==> config.mk <==
export PLATFORM = sky130hd
export DESIGN_NAME = split_12_sampler_flat
export DESIGN_NICKNAME = d
export VERILOG_FILES = /design/src/rtl/split_12_sampler_if.sv /design/src/rtl/split_12_sampler.sv /design/src/flat_wrapper.sv
export SDC_FILE = /design/constraint.sdc
export NUM_CORES = 1
export LEC_CHECK = 0
export ABC_AREA = 1
export ABC_CLOCK_PERIOD_IN_PS = 1400
export CAP_MARGIN = 40
export CORE_ASPECT_RATIO = 1.1
export CORE_MARGIN = 2
export CORE_UTILIZATION = 40
export CTS_CLUSTER_DIAMETER = 40
export DETAILED_ROUTE_END_ITERATION = 6
export PLACE_DENSITY = 0.78
export SLEW_MARGIN = 20
export SYNTH_ARGS = -nofsm -noshare
export SYNTH_HDL_FRONTEND = slang
export SYNTH_SLANG_ARGS = --single-unit
==> constraint.sdc <==
create_clock -name clk -period 1.4 [get_ports clk]
set_clock_uncertainty 0.05 [all_clocks]
set_input_delay 0.14 -clock clk [delete_from_list [all_inputs] [get_ports clk]]
set_output_delay 0.14 -clock clk [all_outputs]
set_load 0.005 [all_outputs]
==> src/rtl/split_12_sampler_if.sv <==
// Sample delivery channel: valid/ready handshake plus the two sampled variables.
//   out_valid : producer presents a sample
//   out_ready : consumer accepts the sample
//   var_20    : sampled var_20
//   var_41    : sampled var_41
interface split_12_sampler_if;
  logic       out_valid;
  logic       out_ready;
  logic [7:0] var_20;
  logic [7:0] var_41;

  modport master (output out_valid, output var_20, output var_41, input out_ready);
  modport slave  (input out_valid, input var_20, input var_41, output out_ready);
endinterface

==> src/rtl/split_12_sampler.sv <==
// Rejection-sampling generator for the split_12 constraint group.
// Draws (var_20, var_41) candidates from a Galois LFSR, keeps only those with
// var_20 != 0, and presents them over a valid/ready channel.
// Ports:
//   clk, rst_n        : clock, synchronous active-low reset
//   seed_load/seed_in : reseed LFSR (IDLE only; zero seed maps to SEED)
//   start             : request one satisfying sample
//   bus (master)      : out_valid/out_ready/var_20/var_41
//   tries             : rejected candidates for current/last request
//   busy              : high in GEN, CHECK, HOLD
//   fail              : sticky, MAX_TRIES candidates rejected
module split_12_sampler #(
  parameter logic [31:0] SEED      = 32'hACE1_2025,
  parameter logic [31:0] TAPS      = 32'h8020_0003,
  parameter int unsigned MAX_TRIES = 16
) (
  input  logic        clk,
  input  logic        rst_n,
  input  logic        seed_load,
  input  logic [31:0] seed_in,
  input  logic        start,
  split_12_sampler_if.master bus,
  output logic [7:0]  tries,
  output logic        busy,
  output logic        fail
);

  localparam logic [7:0] LP_LAST_TRY = 8'(MAX_TRIES - 1);

  typedef enum logic [2:0] {S_IDLE, S_GEN, S_CHECK, S_HOLD, S_FAIL} state_t;

  state_t      r_state, w_state_nxt;
  logic [31:0] r_lfsr, w_lfsr_nxt;
  logic [7:0]  r_var_20, w_var_20_nxt;
  logic [7:0]  r_var_41, w_var_41_nxt;
  logic [7:0]  r_tries, w_tries_nxt;
  logic        r_fail, w_fail_nxt;
  logic        r_valid, w_valid_nxt;
  logic        r_busy, w_busy_nxt;

  logic [31:0] w_lfsr_step;
  logic        w_accept;
  logic        w_handshake;

  // Galois right-shift step
  assign w_lfsr_step = {1'b0, r_lfsr[31:1]} ^ (r_lfsr[0] ? TAPS : 32'h0);

  // Both constraints spelled out so the acceptance test mirrors the checker
  assign w_accept = (r_var_20 != 8'h00) && ((r_var_20 != 8'h00) || (r_var_41 != 8'h00));

  assign w_handshake = r_valid && bus.out_ready;

  // Next-state and datapath
  always_comb begin
    w_state_nxt  = r_state;
    w_lfsr_nxt   = r_lfsr;
    w_var_20_nxt = r_var_20;
    w_var_41_nxt = r_var_41;
    w_tries_nxt  = r_tries;
    w_fail_nxt   = r_fail;
    unique case (r_state)
      S_IDLE: begin
        // Seed load wins over a simultaneous start
        if (seed_load) begin
          w_lfsr_nxt = (seed_in == 32'h0) ? SEED : seed_in;
        end else if (start) begin
          w_tries_nxt = 8'h00;
          w_fail_nxt  = 1'b0;
          w_state_nxt = S_GEN;
        end
      end
      S_GEN: begin
        w_lfsr_nxt   = w_lfsr_step;
        w_var_20_nxt = w_lfsr_step[7:0];
        w_var_41_nxt = w_lfsr_step[15:8];
        w_state_nxt  = S_CHECK;
      end
      S_CHECK: begin
        if (w_accept) begin
          w_state_nxt = S_HOLD;
        end else if (r_tries == LP_LAST_TRY) begin
          w_fail_nxt  = 1'b1;
          w_state_nxt = S_FAIL;
        end else begin
          w_tries_nxt = r_tries + 8'h01;
          w_state_nxt = S_GEN;
        end
      end
      S_HOLD: begin
        if (w_handshake) begin
          if (start) begin
            w_tries_nxt = 8'h00;
            w_state_nxt = S_GEN;
          end else begin
            w_state_nxt = S_IDLE;
          end
        end
      end
      S_FAIL: begin
        // LFSR is left alone so a retry continues the sequence
        if (start) begin
          w_fail_nxt  = 1'b0;
          w_tries_nxt = 8'h00;
          w_state_nxt = S_GEN;
        end
      end
      default: w_state_nxt = S_IDLE;
    endcase
    w_valid_nxt = (w_state_nxt == S_HOLD);
    w_busy_nxt  = (w_state_nxt == S_GEN) || (w_state_nxt == S_CHECK) || (w_state_nxt == S_HOLD);
  end

  // State and output registers
  always_ff @(posedge clk) begin
    if (!rst_n) begin
      r_state  <= S_IDLE;
      r_lfsr   <= SEED;
      r_var_20 <= 8'h00;
      r_var_41 <= 8'h00;
      r_tries  <= 8'h00;
      r_fail   <= 1'b0;
      r_valid  <= 1'b0;
      r_busy   <= 1'b0;
    end else begin
      r_state  <= w_state_nxt;
      r_lfsr   <= w_lfsr_nxt;
      r_var_20 <= w_var_20_nxt;
      r_var_41 <= w_var_41_nxt;
      r_tries  <= w_tries_nxt;
      r_fail   <= w_fail_nxt;
      r_valid  <= w_valid_nxt;
      r_busy   <= w_busy_nxt;
    end
  end

  assign bus.out_valid = r_valid;
  assign bus.var_20    = r_var_20;
  assign bus.var_41    = r_var_41;
  assign tries         = r_tries;
  assign busy          = r_busy;
  assign fail          = r_fail;

endmodule

==> src/flat_wrapper.sv <==
// flat-port wrapper written by rule: the top's interface ports become plain ports
module split_12_sampler_flat 
#(
  parameter logic [31:0] SEED      = 32'hACE1_2025,
  parameter logic [31:0] TAPS      = 32'h8020_0003,
  parameter int unsigned MAX_TRIES = 16
)
  (clk, rst_n, seed_load, seed_in, start, tries, busy, fail, bus_out_valid, bus_var_20, bus_var_41, bus_out_ready);
  split_12_sampler_if bus_i ();
  input  logic clk;
  input  logic rst_n;
  input  logic seed_load;
  input  logic [31:0] seed_in;
  input  logic start;
  output logic [7:0] tries;
  output logic busy;
  output logic fail;
  output wire logic [$bits(bus_i.out_valid)-1:0] bus_out_valid;
  output wire logic [$bits(bus_i.var_20)-1:0] bus_var_20;
  output wire logic [$bits(bus_i.var_41)-1:0] bus_var_41;
  input wire logic [$bits(bus_i.out_ready)-1:0] bus_out_ready;
  assign bus_out_valid = bus_i.out_valid;
  assign bus_var_20 = bus_i.var_20;
  assign bus_var_41 = bus_i.var_41;
  assign bus_i.out_ready = bus_out_ready;
  split_12_sampler #(.SEED(SEED), .TAPS(TAPS), .MAX_TRIES(MAX_TRIES)) u_core (.clk(clk), .rst_n(rst_n), .seed_load(seed_load), .seed_in(seed_in), .start(start), .bus(bus_i), .tries(tries), .busy(busy), .fail(fail));
endmodule
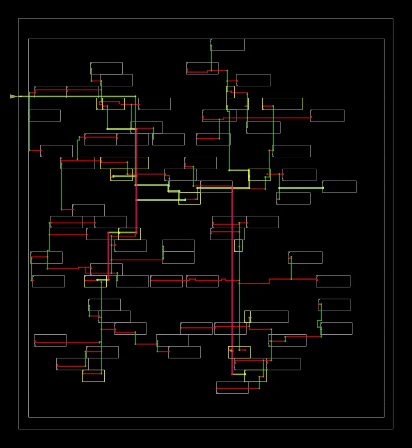
*Clock wiring as the flow saved it, run 1*
clock buffers: 13
CTS buffer count: 9
Clock group: 1680 uW
sequential cells: 62
clock net sink count: 62

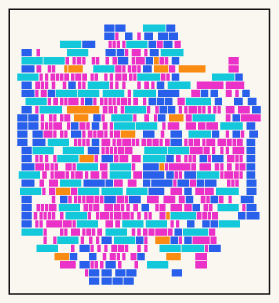
*Cell classes on the final placement, run 1*
Drawn at 3 px/um.
cyan -> flops  # cells 62, share of their area 27%
orange -> clock drivers and dummy loads  # cells 16, share of their area 4.5%
blue -> other buffers and delay cells  # cells 132, share of their area 27%
magenta -> combinational and other logic  # cells 363, share of their area 41%
area of all placed cells without fillers: 4770 um^2
fin util: 67.0%
sequential portion of the cell area: 26.6%

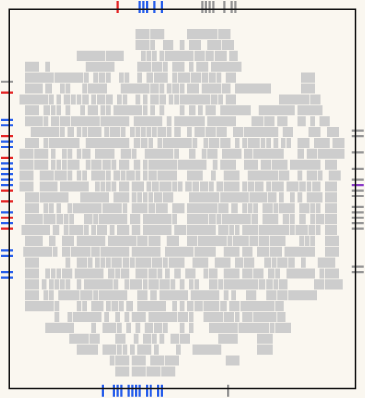
*I/O pins on the die edge, run 1*
Drawn at 4 px/um. Pins as bars across the die edge, other pins in gray.
purple -> fail  # pins 1, direction output, edge east
blue -> seed_in  # pins 32, direction input, edge 15 west, 12 south, 5 north
red -> bus_var_41  # pins 8, direction output, edge 7 west, 1 north
all pins by edge = 23 west, 15 east, 13 north, 13 south
number of input and output port buffers inserted: 63
chip height: 94.4 um
die outline width: 86.2 um

-- run 1: metrics by stage --
step                cell area, um^2  worst slack, ns  instances
finish                         4770          -0.0595        658
global route                   4770           -0.154        658
CTS                            4440          -0.0371        650
detailed placement             4070           -0.283        628
global placement               4070           -0.197        628
floorplan                      2990           0.0102        445
-- run 1: per-layer routing --
| layer | vias to the layer above | part of all wire, % | wire, um |
|---|---|---|---|
| met5 | - | 0 | 0 |
| li1 | 1657 | - | - |
| met1 | 1599 | 40 | 3560 |
| met2 | 99 | 54 | 4820 |
| met4 | 0 | 2.2 | 201 |
| met3 | 21 | 4.4 | 391 |
-- run 1: critical path, stage by stage, from the launching register on --
cell	delay, ns
dfxtp_2	0.33
nor2_2	0.11
nand2_2	0.08
nor2_4	0.18
nor2_4	0.05
nor2_4	0.15
buf_4	0.13
buf_6	0.09
nand3_2	0.07
nand2_2	0.07
nor2_1	0.04
-- run 1: kinds of logic after synthesis --
kind of cell / count (synthesis)
simple gates: 259
buf+inv: 62
flops: 62
compound gates: 57
xor+xnor: 4
fa+ha+maj: 1
-- run 1: power groups by stage --
stage          registers, uW  clock network [uW]  logic, uW
5_1_grt                 2150                1770       2070
4_1_cts                 2110                1690       1620
2_1_floorplan           2130                   0        850
3_3_place_gp            2120                   0       1440
6_report                2120                1680       1900
3_5_place_dp            2130                   0       1480
-- run 1: repair_timing --
action,4_1_cts,5_1_grt
endpoints found under the hold margin,0,0
pin swaps,4,30
endpoints found under the setup margin,54,67
buffers inserted,4,8
gates cloned,2,0
resized,71,80
-- run 1: sequential cells by signal (all words and copies together) (netlist names) --
signal / flops
u_core.bus.out_valid: 1
u_core.r_state: 3
u_core.bus.var_20: 8
u_core.bus.var_41: 8
u_core.r_lfsr: 32
u_core.busy: 1
u_core.tries: 8
u_core.fail: 1
==> metrics.log, run 1 <==
[flow] final metrics
[metrics] predominant post-synthesis flop cell: dfxtp_1
[metrics] Mux cell area share: 0%
[metrics] total wirelength of the detailed-routed design: 8970 um
[metrics] reported net switching power: 1810 uW
[metrics] global router's overall resource usage: 21.6%
[metrics] buffer share of cell area: 26.4%
[metrics] Post-Synth AOI/OAI Area: 11.1%
[metrics] Initial Utilization: 41.7%
[metrics] final weighted congestion in routability-driven placement: 0.839
[metrics] first-pass GRT wire length: 14100 um
[metrics] first-pass iteration count of the detailed router: 4
[metrics] Clock Tree Root: clkbuf_8
[metrics] core outline area: 7130 um^2
[metrics] final net count: 606
[metrics] routing usage on met2: 38.4%
[metrics] result of the run: complete, but fails checks
[metrics] headroom to the max-slew limit: 83.6%
[metrics] CTS Hold Buffers Added: 0
[metrics] ys cells: 445
[metrics] simple logic cell fraction of the synthesized area: 36.3%
[metrics] fillcell total: 590
[metrics] area of the multi-input gates: 1760 um^2
[metrics] Startpoint Class: flop
[metrics] violated checks: setup timing
[metrics] Crit. Startpoint: u_core.bus.var_20[3]
[metrics] total congestion overflow after global routing: 0
[metrics] Worst Path Arrival: 1.64 ns
[metrics] area-dominant cell class after layout: logic gates
[metrics] peak clock frequency supported by timing: 685 MHz
[metrics] top logic cells by instance count in the layout: nand2_1 (140), buf_4 (51), dfxtp_1 (44)
[metrics] fraction of final layout cells sized beyond drive strength 1: 32.1%
[metrics] Synth area leaders: dfxtp_1 (42%), nand2_1 (20%), nor2_1 (6.1%)
[metrics] busiest layer in global routing: met2
[metrics] Worst Hold Path EP: u_core.fail
[metrics] Synth top cell by count: nand2_1
[metrics] synthesized-area fraction occupied by xor and xnor cells: 1.18%
[metrics] vias in the first global route: 3297
[metrics] area of the die: 8140 um^2
[metrics] setup-violating endpoint count in the final report: 11
[metrics] setup ws final: -0.0595 ns
[metrics] Ys Warns: 0
[metrics] met1 layer usage reported by global route: 23.8%
[metrics] Top Ports: 64
[metrics] max-slew violation total from the final report: 0
==> run 1 -> run 2 <==
--- a/config.mk
+++ b/config.mk
@@ -13,6 +13,7 @@
 export CORE_UTILIZATION = 40
 export CTS_CLUSTER_DIAMETER = 40
 export DETAILED_ROUTE_END_ITERATION = 6
+export GPL_ROUTABILITY_DRIVEN = 0
 export PLACE_DENSITY = 0.78
 export SLEW_MARGIN = 20
 export SYNTH_ARGS = -nofsm -noshare
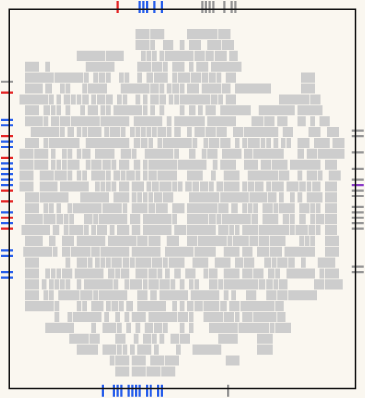
*I/O pins on the die edge, run 2*
Drawn at 4 px/um. Pins as bars across the die edge, other pins in gray.
red -> bus_var_41  # pins 8, direction output, edge 7 west, 1 north
blue -> seed_in  # pins 32, direction input, edge 15 west, 12 south, 5 north
purple -> fail  # pins 1, direction output, edge east

==> metrics.log, run 2 <==
[flow] final metrics
[metrics] ys cells: 445
[metrics] number of input and output port buffers inserted: 63
[metrics] vias in the first global route: 3297
[metrics] violated checks: setup timing
[metrics] met1 layer usage reported by global route: 23.8%
[metrics] headroom to the max-slew limit: 83.6%
[metrics] clock net sink count: 62
[metrics] CP max stage delay: 0.33 ns
[metrics] predominant post-synthesis flop cell: dfxtp_1
[metrics] dominant cell type by count on the critical path: nor2_4
[metrics] post-placement cell count: 628
[metrics] M1 wire length: 3560 um
[metrics] CTS buffer count: 9
[metrics] Biggest register: u_core.r_lfsr
[metrics] top logic cells by instance count in the layout: nand2_1 (140), buf_4 (51), dfxtp_1 (44)
[metrics] Clock Tree Root: clkbuf_8
[metrics] Critical Path, Cell by Cell: nor2_2 > nand2_2 > nor2_4 > nor2_4 > nor2_4 > buf_4 > buf_6 > nand3_2 > nand2_2 > nor2_1
[metrics] Detail Route met3 WL: 391 um
[metrics] Synth area leaders: dfxtp_1 (42%), nand2_1 (20%), nor2_1 (6.1%)
[metrics] maximum fanout along the worst path: 4
[metrics] first-pass GRT wire length: 14100 um
[metrics] Crit. Startpoint: u_core.bus.var_20[3]
[metrics] result of the run: complete, but fails checks
[metrics] CTS Hold Buffers Added: 0
[metrics] fin util: 67.0%
[metrics] die outline width: 86.2 um
[metrics] final worst-path cycle share: 104%
[metrics] global router's overall resource usage: 21.6%
[metrics] fraction of final layout cells sized beyond drive strength 1: 32.1%
[metrics] setup ws final: -0.0595 ns
[metrics] Ys Warns: 0
[metrics] max-slew violation total from the final report: 0
[metrics] number of buffer and inverter instances along the worst setup path: 2
[metrics] wire length on met2: 4820 um
[metrics] setup-violating endpoint count in the final report: 11
[metrics] highest routed layer: met4
[metrics] final net count: 606
[metrics] critical-path cell with the highest stage delay: dfxtp_2
[metrics] Worst Path Arrival: 1.64 ns
[metrics] total congestion overflow after global routing: 0
[metrics] total wirelength of the detailed-routed design: 8970 um
[metrics] area of the die: 8140 um^2
[metrics] peak clock frequency supported by timing: 685 MHz
[metrics] chip height: 94.4 um
[metrics] number of cells on the critical path: 10
[metrics] post-route insts no fill: 658
[metrics] family with the most delay on the worst path: simple AND/OR/NAND/NOR gates
[metrics] Startpoint Class: flop
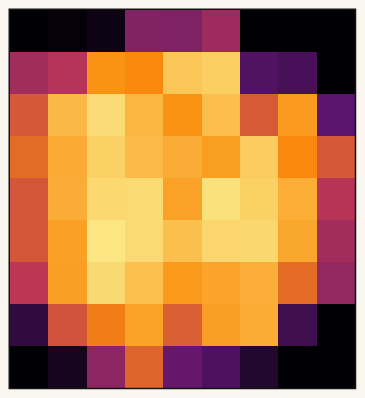
*Cell density map, run 2*
Drawn at 4 px/um. 9 x 9 tiles, from black (low) to pale yellow (high), 0 to 100% covered.
fullest tile = 95%
nearly empty tiles = 12%
tiles over 75% full = 47%
densest ninth of the die = center
mean over tiles = 57%
Initial Utilization: 41.7%
core outline area: 7130 um^2

## run 2: cell counts after synthesis
No cell type changed its count.
## run 2: repair_timing
item / 4_1_cts / 5_1_grt
pin swaps: 4 / 30
hold endpoints to repair: 0 / 0
cloned: 2 / 0
setup endpoints to repair: 54 / 67
resized: 71 / 80
buffers inserted: 4 / 8
## run 2: how the worst min path moves through the flow
stage / cells past startpoint / start / end
2_1_floorplan: 2 / seed_in[2] / u_core.r_lfsr[2]
4_1_cts: 3 / seed_in[1] / u_core.r_lfsr[1]
3_3_place_gp: 2 / u_core.fail / u_core.fail
5_1_grt: 3 / seed_in[1] / u_core.r_lfsr[1]
3_5_place_dp: 2 / u_core.fail / u_core.fail
6_report: 2 / u_core.fail / u_core.fail
## run 2: cell type report
class                           instances  area (um^2)
Inverter                               42          168
Clock buffer                           13          170
Multi-Input combinational cell        321         1760
Timing Repair Buffer                  132         1260
Tap cell                               85          106
Sequential cell                        62         1270
Clock inverter                          3         40.0
Fill cell                             590         2350
## run 2: cell families after synthesis
family,after synthesis,share of synthesized area [%]
adder cells (fa/ha/maj),1,0.421
flip-flops,62,41.7
buffers and inverters,62,9.21
XOR/XNOR,4,1.18
AND/OR/NAND/NOR,259,36.3
AND-OR/OR-AND,57,11.1
## run 2: power by group
group,leakage [uW],internal [uW],switching [uW],total (uW)
sequential,0.000517,1980,141,2120
clock,0.000109,975,702,1680
combinational,0.00172,931,971,1900
## run 2: per-stage QoR
stage	worst slack (ns)	area, um^2
floorplan	0.0102	2990
finish	-0.0595	4770
CTS	-0.0371	4440
detailed placement	-0.283	4070
global route	-0.154	4770
global placement	-0.197	4070
### Clock wiring as the flow saved it, run 2

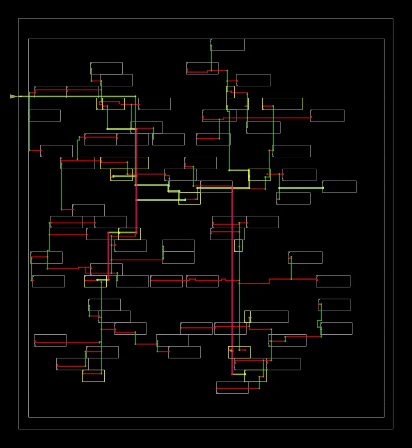

==> run 2 -> run 3 <==
--- a/config.mk
+++ b/config.mk
@@ -11,7 +11,6 @@
 export CORE_ASPECT_RATIO = 1.1
 export CORE_MARGIN = 2
 export CORE_UTILIZATION = 40
-export CTS_CLUSTER_DIAMETER = 40
 export DETAILED_ROUTE_END_ITERATION = 6
 export GPL_ROUTABILITY_DRIVEN = 0
 export PLACE_DENSITY = 0.78
==> constraint.sdc (replaced) <==
create_clock -name clk -period 1.4 [get_ports clk]
set_clock_uncertainty 0.05 [all_clocks]
set_input_delay 0.35 -clock clk [delete_from_list [all_inputs] [get_ports clk]]
set_output_delay 0.35 -clock clk [all_outputs]
set_load 0.005 [all_outputs]
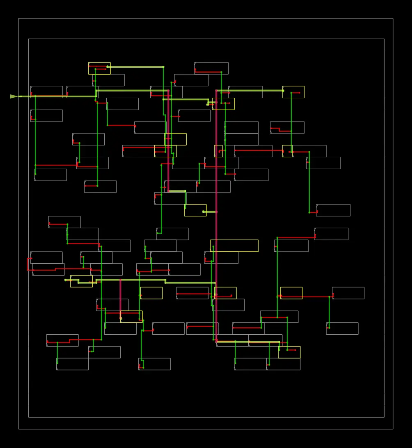
*Clock wiring as the flow saved it, run 3*
Clock group: 1660 uW
clock buffers: 12
clock insertion delay at the later pin of the skew report: 0.35 ns

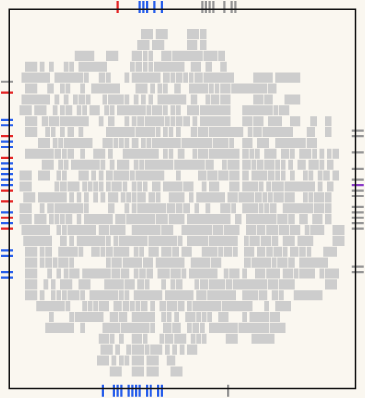
*I/O pins on the die edge, run 3*
Drawn at 4 px/um. Pins as bars across the die edge, other pins in gray.
red -> bus_var_41  # pins 8, direction output, edge 7 west, 1 north
blue -> seed_in  # pins 32, direction input, edge 15 west, 12 south, 5 north
purple -> fail  # pins 1, direction output, edge east

==> metrics.log, run 3 <==
[flow] final metrics
[metrics] Startpoint Class: flop
[metrics] setup ws final: -0.0842 ns
[metrics] proportion of power drawn by combinational gates: 30.5%
[metrics] first-pass GRT wire length: 13800 um
[metrics] chip height: 94.4 um
[metrics] Critical Path, Cell by Cell: inv_4 > nand2_1 > nor2_4 > inv_4 > buf_4 > nor2_1 > nand3_1 > a21oi_1
[metrics] M1 wire length: 3450 um
[metrics] internal power consumption: 3700 uW
[metrics] max reg flops: 32
[metrics] setup-violating endpoint count in the final report: 23
[metrics] post-route insts no fill: 658
[metrics] worst min-delay path startpoint: seed_in[21]
[metrics] final worst-path cycle share: 106%
[metrics] CTS Hold Buffers Added: 0
[metrics] result of the run: complete, but fails checks
[metrics] headroom to the max-slew limit: 79.2%
[metrics] die outline width: 86.2 um
[metrics] Initial Utilization: 41.7%
[metrics] clock network power share: 30.6%
[metrics] share of total power in sequential cells: 38.9%
[metrics] ys cells: 445
[metrics] number of input and output port buffers inserted: 63
[metrics] Post-Synth AOI/OAI Area: 11.1%
[metrics] Synth area leaders: dfxtp_1 (42%), nand2_1 (20%), nor2_1 (6.1%)
[metrics] Largest logic family: simple AND/OR/NAND/NOR gates
[metrics] Worst Hold Path EP: u_core.r_lfsr[21]
[metrics] family with the most delay on the worst path: simple AND/OR/NAND/NOR gates
[metrics] violated checks: setup timing
run 3: cell counts after synthesis:
No cell type changed its count.
run 3: final cells by class:
cell class | count | area (um^2) | area share [%]
inverter | 42 | 165 | 3.67
sequential | 62 | 1270 | 28.2
clock inverter | 3 | 41.3 | 0.917
tap | 85 | 106 | 2.36
timing repair buffer | 133 | 1120 | 24.8
clock buffer | 12 | 165 | 3.67
multi-input combinational | 321 | 1640 | 36.4
run 3: through the flow:
step                setup WS, ns  utilization [%]  instance area [um^2]  setup TNS (ns)
floorplan                 0.0102                -                  2990               0
global placement          -0.478             57.4                  4090          -17.21
detailed placement        -0.513             57.4                  4090          -18.58
CTS                      -0.0485             61.3                  4370         -0.0925
global route              -0.159             63.2                  4500           -2.97
finish                   -0.0842             63.2                  4500          -0.426
run 3: worst max path at each step:
stage,start,end,slack [ns],depth (start not counted)
5_1_grt,u_core.tries[1],u_core.tries[6],-0.16,10
2_1_floorplan,u_core.tries[0],u_core.tries[0],0.01,10
3_3_place_gp,seed_in[31],u_core.r_lfsr[22],-0.48,9
6_report,u_core.r_state[2],u_core.tries[5],-0.08,8
4_1_cts,u_core.tries[0],tries[0],-0.05,2
3_5_place_dp,seed_in[31],u_core.r_lfsr[26],-0.51,9
run 3: cells by family (layout without fill, tap and decap cells):
group / count (synthesis) / count (layout)
AND/OR/NAND/NOR: 259 / 259
flip-flops: 62 / 62
buffers and inverters: 62 / 190
AND-OR/OR-AND: 57 / 57
XOR/XNOR: 4 / 4
adder cells (fa/ha/maj): 1 / 1
run 3: metal layers:
metal  vias up  global-route usage, %
met5         -                      0
met4         0                   8.59
met3        17                   6.03
met2       116                   39.1
met1      1516                   22.8
li1       1647                      -
No activity file was given, so power comes from the tool's default toggle rates.
